run_1/port_nets.png
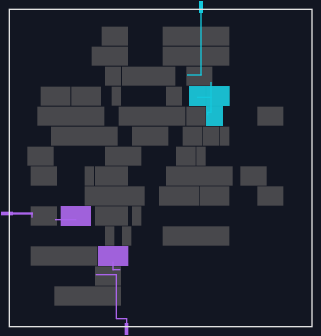
run_1/drive_strength.png
Bar = 10 um.
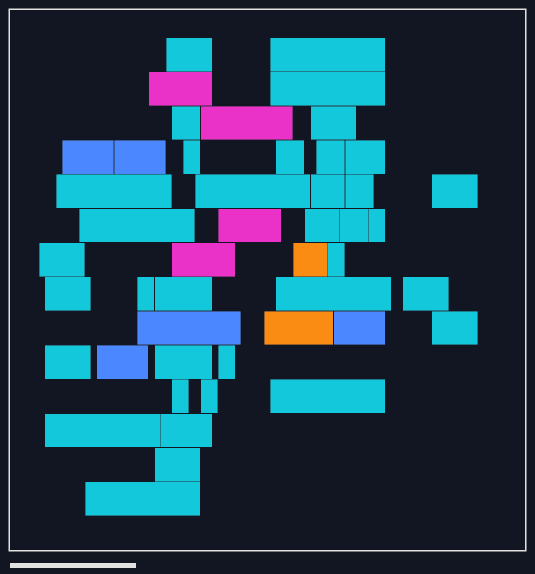
run_1/metal_stack.png
Bar = 10 um.
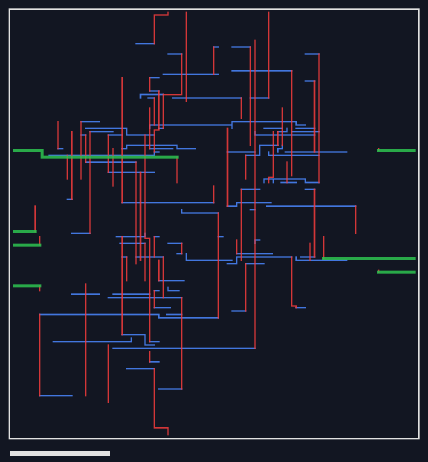
Design combine_pipe_flat, sky130hd; sources not shown.
==> flow_metrics.env, run 1 <==
# physical design summary
export IMPL_outcome="completed"
export IMPL_final_cell_area_um2=604.3
export IMPL_cp_required_ns=1.68
export IMPL_ctsResizeCount=0
export IMPL_netlist_area_um2=421.7
export IMPL_synth_cells=32
export IMPL_regArea_um2=225.2
export IMPL_slowest_stage="clkdlybuf4s50_1"
export IMPL_largest_reg_flops=3
export IMPL_gr_max_usage_layer="met2"
export IMPL_die_x_um=41
export IMPL_cts_hold_buf=0
export IMPL_ys_sh_simple=0.1128
export IMPL_crit_chain="clkdlybuf4s50_1 -> nand4b_1 -> and2_1 -> buf_12"
export IMPL_num_vias=274
export IMPL_initCoreUtil=0.3047
export IMPL_num_rows=14
export IMPL_edf_count=0
export IMPL_vdd_drop_max_uv=412.2
export IMPL_clock_skew_ns=0.001960
export IMPL_crit_type="in -> out"
export IMPL_design_die_area_um2=1763
export IMPL_grt_pass1_wl_um=1159
export IMPL_drc=0
export IMPL_ys_sh_aoi=0.03561
export IMPL_cts_buffers=3
export IMPL_rsz0062_at_grt="no"
export IMPL_power_leakage_nw=0.2768
export IMPL_synth_cell_types=14
export IMPL_ys_top_cells_by_count="dfrtp_1 (9), inv_1 (4), mux2_2 (4)"
export IMPL_timing_final_crit_share=0.8865
export IMPL_placed_cell_area_um2=559.3
export IMPL_ys_top_logic_family="multiplexers"
export IMPL_yosys_cell_count_top_type="dfrtp_1"
export IMPL_fmax_ghz=0.5371
export IMPL_dp_hpwl_um=529.9
export IMPL_use_met2=0.1500
export IMPL_avgSynthCellArea_um2=13.18
export IMPL_yosys_area_top_type_share=0.5341
export IMPL_synthArstFlopShare=1.000
export IMPL_p_comb_frac=0.285
export IMPL_drive_gt1_frac=0.2340
export IMPL_setup_violations=0
export IMPL_ctsLongestPathBuffers=2
export IMPL_ys_flop_type="dfrtp_1"
export IMPL_overflow=0
export IMPL_cts_root_buf="clkbuf_8"
export IMPL_post_route_min_period_ns=1.862
export IMPL_cp_max_fo=3
export IMPL_tool_warnings=26
export IMPL_die_size_y_um=43
export IMPL_p_per_area_nw_per_um2=972.2
export IMPL_grtUsageMet3=0.04712
export IMPL_slew_headroom=0.6743
export IMPL_crit_buf_inv=2
export IMPL_grt_use_met1=0.1178
export IMPL_cp_end_kind="primary output"
export IMPL_xor_area_frac=0
export IMPL_viasPerCell=4.349
export IMPL_max_cap_violations=0
export IMPL_cts_num_sinks=9
export IMPL_clock_latency_ns=0.23
export IMPL_synth_yosys_seq_area_share=0.5341
export IMPL_hold_class="reg -> reg"
export IMPL_tritoncts="built"
export IMPL_yosys_stat_cells=32
export IMPL_grt_antenna_before_repair=0
export IMPL_synth_area_top_cells="dfrtp_1 (53%), mux2_2 (11%), ha_1 (5.9%)"
export IMPL_postRouteAntennaNets=0
export IMPL_ys_sh_mux=0.2226
export IMPL_n_fill_cell=136
export IMPL_routabilityCongestion=0.7236
export IMPL_logic_area_um2=181.4
export IMPL_cpPeakStageDelay_ns=0.42
export IMPL_cts_max_level=1
export IMPL_arrival_ns=1.44
export IMPL_hold_viol=0
export IMPL_largest_area_cell="dfrtp_1"
export IMPL_r2r_slack_ns=0.55
export IMPL_netSwitchingPower_mw=0.1637
export IMPL_holdPathStages=1
export IMPL_yosys_stat_chipArea_um2=421.7
export IMPL_cp_start_kind="input port"
export IMPL_postCtsSetupBuffers=0
export IMPL_synth_seq_cells=9
export IMPL_tns_ns=0
export IMPL_synth_warnings=0
export IMPL_sw_frac_of_total=0.2787
export IMPL_p_clk_frac=0.320
export IMPL_synthAdderAreaFrac=0.05935
export IMPL_cp_num_cells=4
export IMPL_cp_top_family="buffers and inverters"
export IMPL_slew_viol_final=0
export IMPL_internal_power_mw=0.4238
export IMPL_drtIter0Drc=1
export IMPL_worst_pin_slew_ns=0.4871
export IMPL_coreArea_um2=1384
export IMPL_clkTransAtPathRegs_ns=0.04
export IMPL_grt_max_degree=10
export IMPL_drt_pass1_iter_count=2
export IMPL_nets=58
export IMPL_diodes=0
export IMPL_grt_pass1_vias=291
export IMPL_power_frac_seq=0.395
export IMPL_r2r_cells=4
Notes on port_nets.png above:
[cyan] bus_out_ready | bits: 1 | direction: input | edge: top | end cells: 3 | wire: 17.1 um
[purple] bus_in_data | bits: 2 | direction: input | edge: 1 left, 1 bottom | end cells: 2 | wire: 18.5 um
I/O pin total: 11
IO Port Bufs: 10

Notes on drive_strength.png above:
[cyan] drive 1 or less | cells: 36 | share: 77%
[magenta] drive 6 and up | cells: 4 | share: 8.5%
[orange] drive 3 to 4 | cells: 2 | share: 4.3%
[blue] drive 2 | cells: 5 | share: 11%
PnR worst setup slack: 0.2383 ns
Buffers excl. clock: 11
Area Growth Syn to Fin: 43.32%

Notes on metal_stack.png above:
[green] met3 | wire length: 40.4 um
[blue] met1 | wire length: 286 um
[red] met2 | wire length: 358 um
drt total wl: 683 um
GRT Total Usage: 0.1029
Avg WL per Cell: 10.84 um

==> run 1: power groups by stage <==
stage | Clock, mW | Sequential, mW | Combinational [mW]
floorplan | 0 | 0.270 | 0.0745
global placement | 0 | 0.232 | 0.167
detailed placement | 0 | 0.234 | 0.170
CTS | 0.197 | 0.232 | 0.170
global route | 0.212 | 0.236 | 0.178
finish | 0.188 | 0.232 | 0.168
==> run 1: layer usage <==
metal  vias up  part of all wire
li1        136                 -
met1       131              0.42
met2         7              0.52
met3         0             0.059
met4         0                 0
met5         -                 0
==> run 1: logic make-up after synthesis <==
kind of cell    count (synthesis)
simple gates                    8
buf+inv                         4
compound gates                  2
flops                           9
fa+ha+maj                       2
mux                             7
==> run 1: metrics by stage <==
step	util	instances	hold slack [ns]	total power [mW]	worst slack (ns)
6_report	0.4367	63	0.4786	0.5875	0.2383
5_1_grt	0.4367	63	0.5064	0.6259	0.1838
3_3_place_gp	0.4042	59	0.4512	0.3988	0.2583
3_5_place_dp	0.4042	59	0.4739	0.4038	0.2320
4_1_cts	0.4367	63	0.4834	0.5992	0.2252
2_1_floorplan	-	32	0.2530	0.3447	0.4751
==> run 1: layout by cell type (no fill, tap or decap), drive strengths merged <==
cell type      Yosys  final
ha                 2      2
a21boi             1      1
nand2              2      2
clkdlybuf4s50      0      9
and2               1      1
nor2b              1      1
a21o               1      1
mux2               6      6
mux4               1      1
inv                4      5
nand4b             1      1
nand2b             3      3
clkbuf             0      3
buf                0      2
dfrtp              9      9
==> run 1: layout make-up <==
| cell class | count | share of cell area |
|---|---|---|
| Sequential cell | 9 | 0.3727 |
| Clock buffer | 3 | 0.06832 |
| Tap cell | 16 | 0.03313 |
| Multi-Input combinational cell | 19 | 0.3002 |
| Clock inverter | 1 | 0.006211 |
| Timing Repair Buffer | 11 | 0.1946 |
| Inverter | 4 | 0.02484 |
run_1/registers.png
Bar = 10 um. Other sequential cells in the stronger gray, the rest of the logic in the fainter gray.
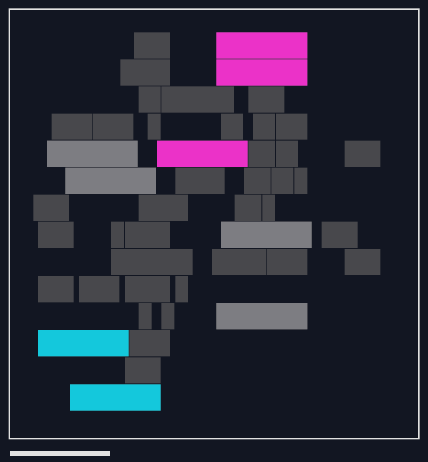

==> run 1 -> run 2 <==
--- a/config.mk
+++ b/config.mk
@@ -5,11 +5,14 @@
 export SDC_FILE = /design/constraint.sdc
 export NUM_CORES = 1
 export LEC_CHECK = 0
-export CORE_AREA = 2 2 39 41
+export CELL_PAD_IN_SITES_DETAIL_PLACEMENT = 2
+export CELL_PAD_IN_SITES_GLOBAL_PLACEMENT = 2
+export CORE_MARGIN = 2
+export CORE_UTILIZATION = 28
 export CTS_BUF_LIST = sky130_fd_sc_hd__clkbuf_8 sky130_fd_sc_hd__clkbuf_16
 export CTS_CLUSTER_DIAMETER = 50
 export DETAILED_ROUTE_END_ITERATION = 6
-export DIE_AREA = 0 0 41 43
+export PLACE_DENSITY_LB_ADDON = 0.1
 export REMOVE_ABC_BUFFERS = 1
 export SLEW_MARGIN = 20
 export SYNTH_ARGS = -nofsm -noshare
run_2/registers.png
Bar = 10 um. Other sequential cells in the stronger gray, the rest of the logic in the fainter gray.
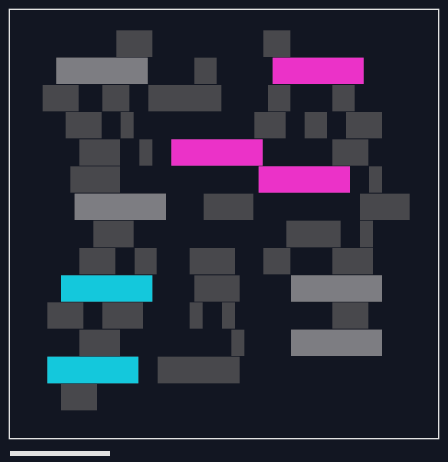
[magenta] u_core.vld | sequential cells: 3
[cyan] u_core.cap_data | sequential cells: 2
flop share of the area: 0.3727
fin util: 0.4157
Register Area: 225.2 um2
Seq group: 0.234 mW

==> flow_metrics.env, run 2 <==
# physical design summary
export IMPL_synthArstFlopShare=1.000
export IMPL_die_size_y_um=42.81
export IMPL_final_cell_area_um2=604.3
export IMPL_num_vias=298
export IMPL_slew_headroom=0.6727
export IMPL_drtIter0Drc=1
export IMPL_synth_cells=32
export IMPL_hold_class="in -> async"
export IMPL_ctsLongestPathBuffers=2
export IMPL_logic_area_um2=181.4
export IMPL_routabilityCongestion=0.6014
export IMPL_arrival_ns=1.49
export IMPL_yosys_stat_cells=32
export IMPL_outcome="completed"
export IMPL_num_io_pins=11
export IMPL_setup_violations=0
export IMPL_clock_latency_ns=0.23
export IMPL_synth_seq_cells=9
export IMPL_cpPeakStageDelay_ns=0.44
export IMPL_synth_area_top_cells="dfrtp_1 (53%), mux2_2 (11%), ha_1 (5.9%)"
export IMPL_timing_final_crit_share=0.9088
export IMPL_ys_top_cells_by_count="dfrtp_1 (9), inv_1 (4), mux2_2 (4)"
export IMPL_syn_to_final_growth_pct=43.32
export IMPL_ys_flop_type="dfrtp_1"
export IMPL_cp_max_fo=3
export IMPL_netlist_area_um2=421.7
export IMPL_die_x_um=42.81
export IMPL_postCtsSetupBuffers=0
export IMPL_largest_reg_flops=3
export IMPL_yosys_stat_chipArea_um2=421.7
export IMPL_dp_slack_ns=0.2142
export IMPL_vdd_drop_max_uv=360.9
export IMPL_worst_pin_slew_ns=0.4893
export IMPL_cts_hold_buf=0
export IMPL_viasPerCell=4.730
export IMPL_totalWireLength_um=880
export IMPL_design_die_area_um2=1832
export IMPL_cts_buffers=3
export IMPL_cp_required_ns=1.68
export IMPL_crit_buf_inv=2
export IMPL_placed_cell_area_um2=559.3
export IMPL_ctsResizeCount=0
export IMPL_yosys_cell_count_top_type="dfrtp_1"
export IMPL_whs_ns=0.4861
export IMPL_cp_start_kind="input port"
export IMPL_avgSynthCellArea_um2=13.18
export IMPL_overflow=0
export IMPL_cp_end_kind="primary output"
export IMPL_cts_root_buf="clkbuf_8"
export IMPL_total_power_mw=0.5993
export IMPL_cp_num_cells=4
export IMPL_edf_count=0
export IMPL_slowest_stage="clkdlybuf4s50_1"
export IMPL_rsz0062_at_grt="no"
export IMPL_clkTransAtPathRegs_ns=0.05
export IMPL_n_fill_cell=154
export IMPL_final_instance_count_excl_fill=63
export IMPL_drc=0
export IMPL_clock_skew_ns=0.003613
export IMPL_synth_cell_types=14
export IMPL_postRouteAntennaNets=0
export IMPL_r2r_cells=4
export IMPL_hold_viol=0
export IMPL_drive_gt1_frac=0.2340
## run 2: logic make-up (layout without fill, tap and decap cells)
| group | after synthesis | in the layout | synth area share |
|---|---|---|---|
| AND/OR/NAND/NOR | 8 | 8 | 0.1128 |
| buffers and inverters | 4 | 19 | 0.03560 |
| multiplexers | 7 | 7 | 0.2225 |
| flip-flops | 9 | 9 | 0.5341 |
| AND-OR/OR-AND | 2 | 2 | 0.03562 |
| adder cells (fa/ha/maj) | 2 | 2 | 0.05934 |
## run 2: per-layer routing
| metal | wire, um | global-route usage | part of all wire | vias to the layer above |
|---|---|---|---|---|
| met5 | 0 | 0 | 0 | - |
| met4 | 0 | 0.01875 | 0 | 0 |
| met3 | 78 | 0.09362 | 0.089 | 0 |
| met2 | 515 | 0.2242 | 0.59 | 12 |
| met1 | 285 | 0.1043 | 0.32 | 150 |
| li1 | - | - | - | 136 |
## run 2: worst min-delay path, delay by kind of cell
family                 cells  cell delay [ns]
buffers and inverters      3             0.64
## run 2: final cells by class
type                            count  share of cell area
Inverter                            4             0.02484
Sequential cell                     9              0.3727
Clock inverter                      1            0.006211
Tap cell                           16             0.03313
Clock buffer                        3             0.06832
Timing Repair Buffer               11              0.1946
Multi-Input combinational cell     19              0.3002
## run 2: where the power goes
group          total, mW  internal [mW]  switching (mW)
clock network      0.195          0.127          0.0674
registers          0.234          0.209          0.0242
logic              0.171         0.0885          0.0827
Power is estimated from default activity; no workload was simulated.
